**src/rtl/bin2bcd_seq_pkg.sv**
```systemverilog
// Shared display codes, FSM state type and digit helpers for bin2bcd_seq.
package bin2bcd_seq_pkg;

  typedef bit [3:0] bcd_digit_t;

  localparam bcd_digit_t MINUS = 4'hA;
  localparam bcd_digit_t EMPTY = 4'hF;

  typedef enum logic [2:0] {
    S_IDLE,
    S_ABS,
    S_SHIFT,
    S_FORMAT,
    S_DONE
  } state_t;

  function automatic int clog2(input int value);
    int result;
    result = 0;
    while ((1 << result) < value) result++;
    return result;
  endfunction

  function automatic int clog10(input longint value);
    int     result;
    longint power;
    result = 0;
    power  = 1;
    while (power < value) begin
      power  = power * 10;
      result++;
    end
    return result;
  endfunction

  // Double-dabble correction: a digit of 5 or more would overflow past 9 after doubling.
  function automatic bcd_digit_t bcd_add3(input bcd_digit_t digit);
    return (digit >= 4'd5) ? digit + 4'd3 : digit;
  endfunction

endpackage

```
**src/rtl/bin2bcd_seq_bcd_blank.sv**
```systemverilog
// Leading-zero blanking formatter for bin2bcd_seq; only built when BIN2BCD_BLANK_EN is defined.
`ifdef BIN2BCD_BLANK_EN
module bcd_blank
  import bin2bcd_seq_pkg::*;
#(
  parameter int DIGITS = 6,
  parameter int SIGNED = 1
) (
  input  logic [4*(DIGITS-SIGNED)-1:0] i_digits,
  input  logic                         i_sign,
  input  logic                         i_ovf,
  output logic [4*DIGITS-1:0]          o_bcd
);

  localparam int MAG = DIGITS - SIGNED;

  int w_msd;

  // The minus sign floats just above the most significant non-zero digit; slot 0 is never blanked.
  always_comb begin
    w_msd = 0;
    for (int i = 0; i < MAG; i++) begin
      if (i_digits[4*i +: 4] != 4'd0) w_msd = i;
    end
    o_bcd = {DIGITS{EMPTY}};
    if (i_ovf) begin
      for (int i = 0; i < MAG; i++) o_bcd[4*i +: 4] = 4'h9;
      if ((SIGNED != 0) && i_sign) o_bcd[4*(DIGITS-1) +: 4] = MINUS;
    end else begin
      for (int i = 0; i < MAG; i++) begin
        if (i <= w_msd) o_bcd[4*i +: 4] = i_digits[4*i +: 4];
      end
      if ((SIGNED != 0) && i_sign) o_bcd[4*(w_msd+1) +: 4] = MINUS;
    end
  end

endmodule
`endif

```
**src/rtl/bin2bcd_seq.sv**
```systemverilog
// Iterative double-dabble binary-to-display-BCD converter with sign, saturation and handshakes.
// Define BIN2BCD_BLANK_EN to blank leading zeros and float the minus sign next to the digits.
module bin2bcd_seq
  import bin2bcd_seq_pkg::*;
#(
  parameter int BIN_WIDTH = 16,
  parameter int DIGITS    = 6,
  parameter int SIGNED    = 1
) (
  input  logic                  clk,
  input  logic                  rst_n,
  input  logic                  in_valid,
  output logic                  in_ready,
  input  logic [BIN_WIDTH-1:0]  in_data,
  output logic                  out_valid,
  input  logic                  out_ready,
  output logic [4*DIGITS-1:0]   out_bcd,
  output logic                  out_overflow
);

  localparam int MAG   = DIGITS - SIGNED;
  localparam int CNT_W = clog2(BIN_WIDTH);

  if (DIGITS < SIGNED + 1) begin : g_badDigits
    $error("bin2bcd_seq: DIGITS must leave at least one magnitude slot");
  end
  if (BIN_WIDTH < 2 || BIN_WIDTH > 32 || DIGITS < 2 || DIGITS > 8) begin : g_badRange
    $error("bin2bcd_seq: BIN_WIDTH must be 2..32 and DIGITS 2..8");
  end

  state_t               r_state;
  state_t               w_nextState;
  logic [BIN_WIDTH-1:0] r_mag;
  logic [4*MAG-1:0]     r_digits;
  logic [4*MAG-1:0]     w_adjDigits;
  logic                 r_sign;
  logic                 r_ovf;
  logic [CNT_W-1:0]     r_bitCount;
  logic [4*DIGITS-1:0]  w_formatted;
  logic [4*DIGITS-1:0]  r_outBcd;
  logic                 r_outOverflow;
  logic                 w_neg;

  assign w_neg        = (SIGNED != 0) && r_mag[BIN_WIDTH-1];
  assign in_ready     = (r_state == S_IDLE);
  assign out_valid    = (r_state == S_DONE);
  assign out_bcd      = r_outBcd;
  assign out_overflow = r_outOverflow;

  always_comb begin
    w_adjDigits = '0;
    for (int i = 0; i < MAG; i++) w_adjDigits[4*i +: 4] = bcd_add3(r_digits[4*i +: 4]);
  end

`ifdef BIN2BCD_BLANK_EN
  bcd_blank #(
    .DIGITS (DIGITS),
    .SIGNED (SIGNED)
  ) u_blank (
    .i_digits (r_digits),
    .i_sign   (r_sign),
    .i_ovf    (r_ovf),
    .o_bcd    (w_formatted)
  );
`else
  always_comb begin
    w_formatted            = {DIGITS{EMPTY}};
    w_formatted[4*MAG-1:0] = r_ovf ? {MAG{4'h9}} : r_digits;
    if ((SIGNED != 0) && r_sign) w_formatted[4*DIGITS-1 -: 4] = MINUS;
  end
`endif

  always_ff @(posedge clk or negedge rst_n) begin
    if (!rst_n) r_state <= S_IDLE;
    else        r_state <= w_nextState;
  end

  always_comb begin
    w_nextState = r_state;
    case (r_state)
      S_IDLE:   if (in_valid) w_nextState = S_ABS;
      S_ABS:    w_nextState = S_SHIFT;
      S_SHIFT:  if (r_bitCount == '0) w_nextState = S_FORMAT;
      S_FORMAT: w_nextState = S_DONE;
      S_DONE:   if (out_ready) w_nextState = S_IDLE;
      default:  w_nextState = S_IDLE;
    endcase
  end

  // Overflow is caught when a set MSB in the top digit is about to be shifted out.
  always_ff @(posedge clk or negedge rst_n) begin
    if (!rst_n) begin
      r_mag         <= '0;
      r_digits      <= '0;
      r_sign        <= 1'b0;
      r_ovf         <= 1'b0;
      r_bitCount    <= '0;
      r_outBcd      <= {DIGITS{EMPTY}};
      r_outOverflow <= 1'b0;
    end else begin
      case (r_state)
        S_IDLE: begin
          if (in_valid) r_mag <= in_data;
        end
        S_ABS: begin
          r_sign     <= w_neg;
          if (w_neg) r_mag <= -r_mag;
          r_digits   <= '0;
          r_ovf      <= 1'b0;
          r_bitCount <= CNT_W'(BIN_WIDTH - 1);
        end
        S_SHIFT: begin
          r_digits   <= {w_adjDigits[4*MAG-2:0], r_mag[BIN_WIDTH-1]};
          r_mag      <= {r_mag[BIN_WIDTH-2:0], 1'b0};
          r_ovf      <= r_ovf | w_adjDigits[4*MAG-1];
          r_bitCount <= r_bitCount - CNT_W'(1);
        end
        S_FORMAT: begin
          r_outBcd      <= w_formatted;
          r_outOverflow <= r_ovf;
        end
        default: ;
      endcase
    end
  end

endmodule

```
**config.mk**
```make
export PLATFORM = sky130hd
export DESIGN_NAME = bin2bcd_seq
export DESIGN_NICKNAME = d
export VERILOG_FILES = /design/src/rtl/bin2bcd_seq_pkg.sv /design/src/rtl/bin2bcd_seq_bcd_blank.sv /design/src/rtl/bin2bcd_seq.sv
export SDC_FILE = /design/constraint.sdc
export NUM_CORES = 1
export LEC_CHECK = 0
export ABC_AREA = 0
export CORE_MARGIN = 5
export CORE_UTILIZATION = 50
export DETAILED_ROUTE_END_ITERATION = 16
export PLACE_DENSITY = 0.8
export SYNTH_ARGS = -nofsm -noshare
export SYNTH_HDL_FRONTEND = slang
export SYNTH_SLANG_ARGS = --single-unit
```
**constraint.sdc**
```tcl
create_clock -name clk -period 2.92 [get_ports clk]
set_input_delay 0.292 -clock clk [delete_from_list [all_inputs] [get_ports clk]]
set_output_delay 0.292 -clock clk [all_outputs]
set_load 0.02 [all_outputs]
```
Run 1, I/O pins on the die edge:
Scale: 3 px per µm. Pins as bars across the die edge, other pins in grey.
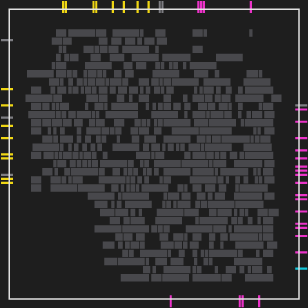
- `in_data`: yellow (pins 16; direction input; edge 8 left, 8 top)
- `rst_n`: cyan (pins 1; direction input; edge right)
- `out_bcd`: magenta (pins 24; direction output; edge 16 right, 4 bottom, 4 top)
buffers added on ports: 44
overall die height: 96.1 µm
horizontal extent of the die: 96.1 µm

Run 1, signal wires on met2:
Scale: 4 px per µm. Cells faint in the background.
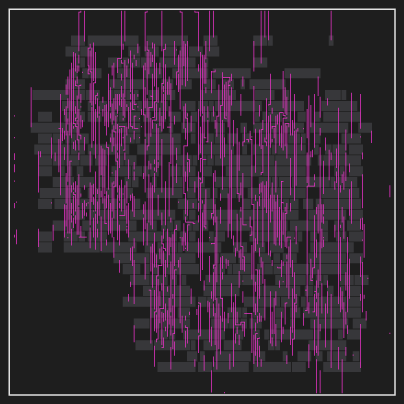
- main direction: vertical
- nets with wire on the layer: 378

==> deck_impl_summary.md, run 1 <==
Implementation Results

Run status
  • Run status: finished clean

Finish
  • Combined area of the multi-input logic cells: 0.00180 mm²
  • Filler Cells Inserted: slightly above 600
  • Number of sequential cells: about 67
  • Logic share of the area: just over 40%

Critical path
  • Crit-path max cell delay: between 0.6 and 0.7 ns
  • Capture point of the worst path: in_ready
  • Largest fanout of any net on the critical path: 14
  • Sort of element at the start of the critical path: flop

Synthesis
  • Area figure in the yosys stat output: 0.00370 mm²
  • XOR/XNOR Area Share: under 10%
  • Area share of and/or/nand/nor cells after synthesis: between 15 and 20%
  • Syn avg cell area: 9.26 µm²
  • Async set-reset flop share out of synthesis: 100%
  • Number of enable flip-flop cells: 0

Detailed routing
  • Remaining design rule violation count: 0

GRT
  • Via count of the first global-routing pass: roughly 3.0k
  • Global router's overall resource usage: 19.2%

Pwr
  • Overall power consumption: roughly 4.4 mW
  • Worst IR drop on VDD: roughly 420 µV
  • Switching power summed over all nets: approximately 1.8 mW
  • Group with the largest share of power: combinational logic

STA
  • Hold slack final: just under 0.01 ns
  • Max-slew violation count: 0

Clock tree
  • Clock-pin slew reported for the worst setup and hold paths after clock tree synthesis: 0.07 ns
  • Number of sinks handled by clock tree synthesis: between 60 and 70
Run 1, placed cells, one colour a class:
Scale: 4 px per µm. Fill, decap, tap and diode cells in grey.
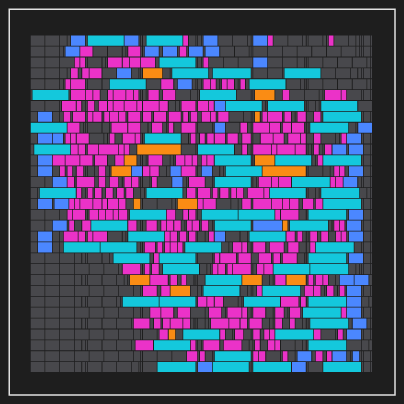
- remaining buffers and delay cells: blue (cells 53; share of their area 12%)
- clock drivers and dummy loads: orange (cells 16; share of their area 4.9%)
- sequential cells: cyan (cells 67; share of their area 40%)
- remaining logic cells: magenta (cells 304; share of their area 44%)
Row Count: 31
area of all placed cells without fillers: 0.00442 mm²
share of the core filled with cells in the final layout: 61.3%
area of the core: 0.00721 mm²
Seq area share: 38.5%

## Run 2: what changed since run 1
clock period = 2.33 ns   (was 2.92 ns; I/O delays follow)
Run 2, signal wires on met2:
Scale: 4 px per µm. Cells faint in the background.
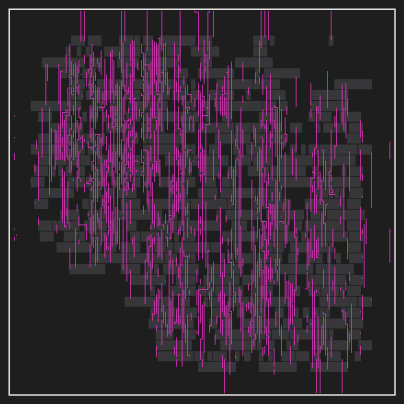
- wire length on this layer: 4,240 µm
- main direction: vertical

Run 2, the clock network:
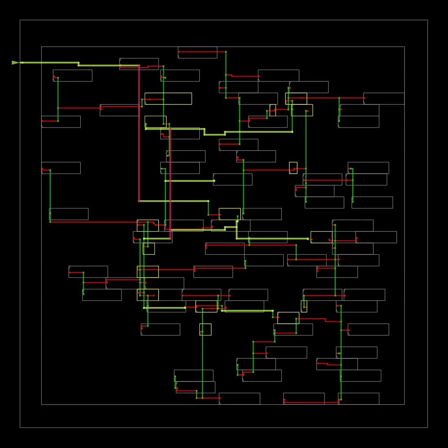
number of clock-tree buffers in the layout: 12
TritonCTS buffer count: 9
Max Clock Skew: 0.00976 ns
clock distribution power: 0.973 mW

==> run 2 against run 1 <==
- via count is 2.3% higher
- sequential cell count is the same
- highest routed layer unchanged
- largest cell class unchanged
- synthesized area did not move
- global-route usage grew 1.0 points
- sequential power increased by 25%
- die area unchanged
==> deck_impl_summary.md, run 2 <==
Implementation Results

Run status
  • Run status: finished clean

Critical path
  • Crit-path max cell delay: 0.61 ns (about the same)
  • Largest fanout of any net on the critical path: 14 (unchanged)
  • Capture point of the worst path: in_ready

Clock tree
  • Clock tree from TritonCTS: yes
  • Number of sinks handled by clock tree synthesis: 67 (unchanged)

Finish
  • Seq area share: 38.3% (-0.17 points)
  • Logic share of the area: 40.4% (-0.18 points)
  • Filler Cells Inserted: 624 (+0.48%)
  • Area of all placed cells without fillers: 0.00444 mm² (+0.45%)
  • Filler-free cell count of the finished design: roughly 550
  • Combined area of the multi-input logic cells: 0.00180 mm² (unchanged)

Synthesis
  • And-or/or-and share of the synthesized area: between 20% and 30%
  • Number of enable flip-flop cells: 0 (unchanged)
  • Async set-reset flop share out of synthesis: 100% (unchanged)
  • Syn avg cell area: 9.26 µm² (unchanged)

Pwr
  • Switching power summed over all nets: 2.35 mW (+28%)
  • Overall power consumption: 5.47 mW (+26%)
  • Worst IR drop on VDD: 739 µV (+74%)
  • Group with the largest share of power: combinational logic

Die
  • Row Count: 31 (unchanged)
  • Area of the core: 0.00721 mm² (unchanged)
  • Overall die height: 96.1 µm (unchanged)
  • Horizontal extent of the die: 96.1 µm (unchanged)

Detailed routing
  • Remaining design rule violation count: 0 (unchanged)

STA
  • Max-slew violation count: 0 (unchanged)
  • Hold slack final: 0.411 ns (+0.401 ns)
  • Measured slew at the worst slew-check pin: 0.678 ns

GRT
  • Via count of the first global-routing pass: 3,120 (+5.1%)
Power figures rest on the tool's default switching activity, not on a simulated workload.
